==> config.mk <==
export PLATFORM = sky130hd
export DESIGN_NAME = ctrl_regs_mc_flat
export DESIGN_NICKNAME = d
export VERILOG_FILES = /design/src/rtl/ctrl_regs_mc_if.sv /design/src/rtl/ctrl_regs_mc.sv /design/src/flat_wrapper.sv
export SDC_FILE = /design/constraint.sdc
export NUM_CORES = 1
export LEC_CHECK = 0
export ABC_AREA = 0
export CORE_MARGIN = 2
export CORE_UTILIZATION = 40
export CTS_BUF_LIST = sky130_fd_sc_hd__clkbuf_4
export DETAILED_ROUTE_END_ITERATION = 6
export GPL_ROUTABILITY_DRIVEN = 0
export GPL_TIMING_DRIVEN = 1
export PLACE_DENSITY = 0.92
export REMOVE_ABC_BUFFERS = 1
export SLEW_MARGIN = 15
export SYNTH_ARGS = -nofsm -noshare
export SYNTH_HDL_FRONTEND = slang
export SYNTH_SLANG_ARGS = --single-unit
==> constraint.sdc <==
create_clock -name clk -period 2.15 [get_ports clk]
set_input_delay 0.43 -clock clk [delete_from_list [all_inputs] [get_ports clk]]
set_output_delay 0.43 -clock clk [all_outputs]
set_load 0.005 [all_outputs]
**Run 1: gate families picked out**

Scale: 6 px per um.
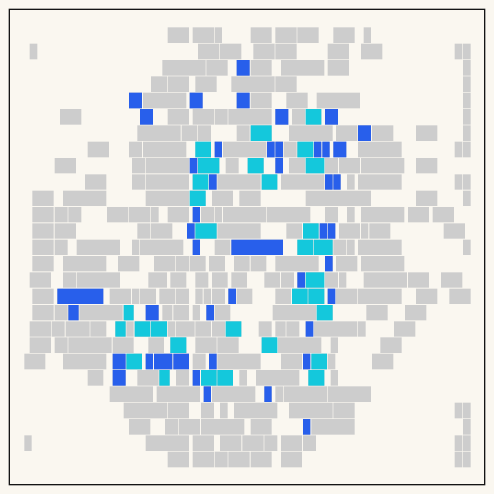
inverting AOI/OAI gates: shown in cyan, cells 31. NOR gates: shown in blue, cells 45.
multi-input combinational area share: 35.4%
post-route insts no fill: 398

**Run 1: sequential cells colored by netlist name**

Scale: 4 px per um.
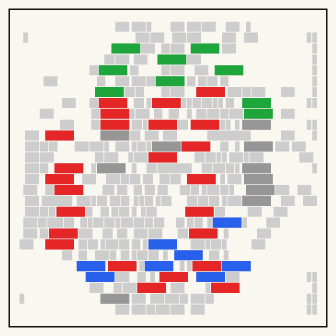
u_core.bus.cmd_data_r: shown in blue, flops 8, where south. u_core.slv_len: shown in green, flops 9. u_core.avail_q: shown in red, flops 24.
Another 10 sequential cells are not colored.
Final Util: 57.0%
FF/Latch Area: 0.00102 mm2
Seq. pwr: 0.977 mW
Seq/total area: 32.8%

**Run 1: cell density map**

Scale: 4 px per um. The die is cut into 8 by 8 equal tiles; dark purple is low, yellow is high, 0 to 100% covered.
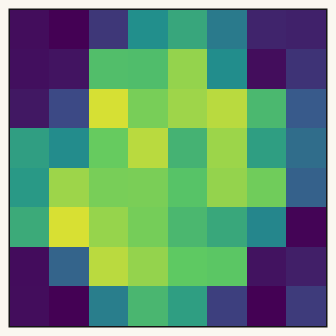
6.2% of the tiles are nearly empty. The emptiest ninth of the die: north-west. The mean over all tiles is 49%. The densest ninth of the die: center.
fp_density: 41.1%
core area: 0.00547 mm2

==> results_dict.tcl, run 1 <==
# yosys + openroad results
set metrics [dict create \
    path_cells "clkdlybuf4s50_1, or4_4, nor2_1, buf_4, a2111oi_0, a211oi_1, o31ai_1" \
    reg2reg_slack_ns 0.79 \
    powerDensity_mw_per_mm2 552 \
    crit_arrival_ns 2.42 \
    setup_violations 0 \
    cpPeakStageDelay_ns 0.60 \
    compound_area_share_pct 10.3 \
    buffers 86 \
    min_period_ns 2.15 \
    crit_fanout 6 \
    swShare_pct 22.7 \
    crit_type "primary input to flip-flop" \
    overflow 0 \
    slew_violations 0 \
    status "finished, final reports clean" \
    areaGrowthSynthToFinish_pct 38.5 \
    hpwlAfterDp_mm 4.03 \
    largest_register_ffs 24 \
    clk_pin_slew_ns 0.15 \
    cts_resized 0 \
    leakage_nw 1.32 \
    stdcell_area_mm2 0.00312 \
    comb_area_mm2 0.00110 \
    setup_tns_ns 0 \
    maxPowerGroup "sequential cells" \
    routedWlPerCell_um 13.3 \
    synth.distinct_cells 31 \
    inv_count 1 \
    postPlaceCellArea_mm2 0.00302 \
    row_count 27 \
    top_cell_area_share_pct 45.4 \
    seqPwrFrac_pct 56.8 \
    clockPowerShare_pct 31.8 \
    n_tap_cell 72 \
    dieArea_mm2 0.00624 \
    clkCellAreaFrac_pct 2.61 \
    wl_met2_mm 2.59 \
    syn_area_mm2 0.00225 \
    first_global_vias 1868 \
    top_usage_layer "met2" \
    clkbuf_count 5 \
    final_cell_mix "68 x clkdlybuf4s50_1, 51 x dfxtp_1, 28 x nor2_1, 24 x and2_1, 24 x conb_1" \
    critPathRequiredTime_ns 2.43 \
    min_path_cells 2 \
    met3_usage_pct 5.80 \
    cts.path.max_buffers 2 \
    cts_tree "yes" \
    reg2regPathDepth 4 \
    syn-instance-count 243 \
    io_buffers 68 \
    fmax_mhz 466 \
    clock_sinks 51 \
    buffer_area_share_pct 26.2 \
    endpoint_kind "flip-flop" \
    lay_top_count "clkdlybuf4s50_1" \
    nNetsFinal 393 \
    fin_crit_sh_pct 99.8 \
    drive_gt1_share_pct 9.20 \
    comb_power_mw 0.195 \
    cp_slowest_cell "or4_4" \
    clock_latency_ns 0.38 \
    maxCapViolCount 0 \
    ys_cells 243 \
    logic_gates 180 \
    use_met2_pct 29.7 \
    ys_top_logic_family "simple AND/OR/NAND/NOR gates" \
    routed.top_layer "met4" \
    internal_power_mw 1.33 \
    critPathLaunchType "primary input" \
    diodes 0 \
    ant_nets 0 \
    min_path_type "flip-flop to flip-flop" \
    simple_gate_share_pct 25.3 \
    cts_setup_buffers 0 \
    pre_cts_ws_ns -0.353 \
    final-hold-violation-count 0 \
    die_h_um 79.0 \
    worst-path-stages 7 \
    p_sw_mw 0.390 \
    crit_buf_inv 2 \
    power_mw 1.72 \
    grt_max_degree 33 \
    yosys_most_used_dff "dfxtp_1" \
    dpl.cell_count 390 \
    edf_count 0 \
    htreeDepth 2 \
    num_vias 1931 \
    largest_area_cell "dfxtp_1" \
    area_leaders "dfxtp_1 45%, mux2i_1 8.9%, buf_4 8.0%" \
    ir_drop_mv 0.338 \
    cts_buffers 5 \
    synthTopCellsByCount "51 x dfxtp_1, 28 x nor2_1, 24 x and2_1, 24 x buf_4" \
    ys_warn_count 0 \
    drt_wl_total_mm 5.29 \
    tool_warnings 51 \
    dr.pass1.iters 4 \
    fin_ws_ns 0.00333 \
    cts_root_buffer "clkbuf_4" \
    grt_util_met1_pct 18.8 \
    cts-hold-fix-buffers 0 \
    adder_share_pct 0 \
    critPathTopFamily "simple AND/OR/NAND/NOR gates" \
    ys_seq_share_pct 45.4 \
    ys_sh_xor_pct 0 \
    wl_met1_mm 2.08 \
    grt_use_total_pct 17.4 \
    io_pins 119 \
    top_cell "dfxtp_1" \
    mux_share_pct 8.90 \
    flop-count 51 \
]
## Run 2: what changed since run 1
--- a/config.mk
+++ b/config.mk
@@ -6,13 +6,15 @@
 export NUM_CORES = 1
 export LEC_CHECK = 0
 export ABC_AREA = 0
+export CELL_PAD_IN_SITES_DETAIL_PLACEMENT = 0
+export CELL_PAD_IN_SITES_GLOBAL_PLACEMENT = 1
 export CORE_MARGIN = 2
-export CORE_UTILIZATION = 40
+export CORE_UTILIZATION = 29
 export CTS_BUF_LIST = sky130_fd_sc_hd__clkbuf_4
 export DETAILED_ROUTE_END_ITERATION = 6
 export GPL_ROUTABILITY_DRIVEN = 0
 export GPL_TIMING_DRIVEN = 1
-export PLACE_DENSITY = 0.92
+export PLACE_DENSITY = 0.94
 export REMOVE_ABC_BUFFERS = 1
 export SLEW_MARGIN = 15
 export SYNTH_ARGS = -nofsm -noshare
==> constraint.sdc (replaced) <==
create_clock -name clk -period 2.3 [get_ports clk]
set_input_delay 0.46 -clock clk [delete_from_list [all_inputs] [get_ports clk]]
set_output_delay 0.46 -clock clk [all_outputs]
set_load 0.005 [all_outputs]
**Run 2: sequential cells colored by netlist name**

Scale: 4 px per um.
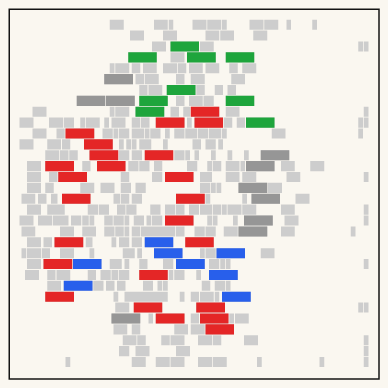
u_core.bus.cmd_data_r: shown in blue, flops 8. u_core.slv_len: shown in green, flops 9, where north. u_core.avail_q: shown in red, flops 24.
Another 10 sequential cells are not colored.
Seq/total area: 32.7%
Final Util: 41.0%

==> results_dict.tcl, run 2 <==
# yosys + openroad results
set metrics [dict create \
    adder_share_pct 0 \
    ant_nets 0 \
    comb_area_share_pct 35.0 \
    power_mw 1.59 \
    crit_buf_inv 1 \
    whs_ns 0.467 \
    setup_violations 0 \
    drive_gt1_share_pct 8.33 \
    final_cell_mix "68 x clkdlybuf4s50_1, 51 x dfxtp_1, 28 x nor2_1, 24 x and2_1, 24 x conb_1" \
    clock_sinks 51 \
    num_vias 1865 \
    p_sw_mw 0.352 \
    async_flop_share_pct 0 \
    swShare_pct 22.2 \
    ys_warn_count 0 \
    clk_pin_slew_ns 0.14 \
    min_path_cells 2 \
    drc_errors 0 \
    comb_area_mm2 0.00109 \
    dieArea_mm2 0.00848 \
    grt_util_met1_pct 15.9 \
    area_leaders "dfxtp_1 45%, mux2i_1 8.9%, buf_4 8.0%" \
    postPlaceCellArea_mm2 0.00305 \
    simple_gate_share_pct 25.3 \
    fmax_mhz 476 \
    internal_power_mw 1.24 \
    logic_gates 180 \
    buffers 84 \
    cts_root_buffer "clkbuf_4" \
    maxPowerGroup "sequential cells" \
    reg2regPathDepth 4 \
    cts_setup_buffers 0 \
    worst-path-stages 6 \
    pre_cts_ws_ns -0.187 \
    status "finished, final reports clean" \
    synthTopCellsByCount "51 x dfxtp_1, 28 x nor2_1, 24 x and2_1, 24 x buf_4" \
    drt_iter0_markers 125 \
    ys_top_logic_family "simple AND/OR/NAND/NOR gates" \
    ys_sh_xor_pct 0 \
    fin_crit_sh_pct 91.4 \
    min_path_type "flip-flop to flip-flop" \
    min_period_ns 2.10 \
    cts-hold-fix-buffers 0 \
    lay_top_count "clkdlybuf4s50_1" \
    synth.distinct_cells 31 \
    use_met2_pct 22.0 \
    first_global_vias 1813 \
    die_h_um 92.1 \
    p_comb_share_pct 11.2 \
    clkbuf_count 5 \
    drt_wl_total_mm 5.34 \
    reg2reg_slack_ns 0.96 \
    inv_count 1 \
    io_pins 119 \
    crit_fanout 6 \
    n_tap_cell 102 \
    setup_tns_ns 0 \
    compound_area_share_pct 10.3 \
    routedWlPerCell_um 12.5 \
    clockPowerShare_pct 31.3 \
    htreeDepth 2 \
    overflow 0 \
    largest_area_cell "dfxtp_1" \
    cp_slowest_cell "clkdlybuf4s50_1" \
    syn-instance-count 243 \
    seqPwrFrac_pct 57.5 \
    dpl.cell_count 418 \
    top_usage_layer "met2" \
    grt_use_total_pct 12.9 \
    areaGrowthSynthToFinish_pct 38.8 \
    io_buffers 68 \
    pg_seq_mw 0.914 \
    wl_met2_mm 2.65 \
    ir_drop_mv 0.236 \
    ys_seq_share_pct 45.4 \
    grt_max_degree 29 \
    top_cell_area_share_pct 45.4 \
    diodes 0 \
    cpPeakStageDelay_ns 0.45 \
    clkCellAreaFrac_pct 2.44 \
    met3_usage_pct 3.29 \
    tool_warnings 51 \
    cts_resized 0 \
    cts_buffers 5 \
    stdcell_area_mm2 0.00312 \
    grt_pass1_wl_mm 8.63 \
    edf_count 0 \
    clock_latency_ns 0.36 \
    slew_violations 0 \
    critPathRequiredTime_ns 2.59 \
    routed.top_layer "met4" \
    final-hold-violation-count 0 \
    met3_wirelength_um 281 \
    dr.pass1.iters 4 \
    endpoint_kind "flip-flop" \
    critPathLaunchType "primary input" \
    largest_register_ffs 24 \
    routed_via_density 4.38 \
    row_count 32 \
    nNetsFinal 391 \
    hpwlAfterDp_mm 4.17 \
    ys_seq_elements 51 \
    cts.path.max_buffers 2 \
    yosys_most_used_dff "dfxtp_1" \
    critPathTopFamily "AND-OR/OR-AND gates" \
    crit_arrival_ns 2.39 \
    ys_cells 243 \
    leakage_nw 1.31 \
    top_cell "dfxtp_1" \
    cts_tree "yes" \
    mux_share_pct 8.90 \
    syn_area_mm2 0.00225 \
    flop-count 51 \
    instances_no_fill 426 \
    crit_type "primary input to flip-flop" \
    path_cells "clkdlybuf4s50_1, nor4_2, nand2_1, a2111oi_0, a211oi_1, o31ai_1" \
    maxCapViolCount 0 \
    fin_ws_ns 0.198 \
    powerDensity_mw_per_mm2 509 \
    buffer_area_share_pct 25.7 \
    register_area_mm2 0.00102 \
    wl_met1_mm 2.35 \
    largest_cell_class "multi-input combinational cells" \
    comb_power_mw 0.178 \
]
**Run 2: cell density map**

Scale: 3 px per um. The die is cut into 9 by 9 equal tiles; dark purple is low, yellow is high, 0 to 100% covered.
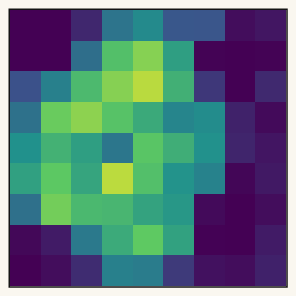
The fullest tile reaches 90%. 9.9% of the tiles are over 75% full. The mean over all tiles is 35%. The emptiest ninth of the die: south-east.
core area: 0.00761 mm2
fp_density: 29.6%

Power figures rest on the tool's default switching activity, not on a simulated workload.
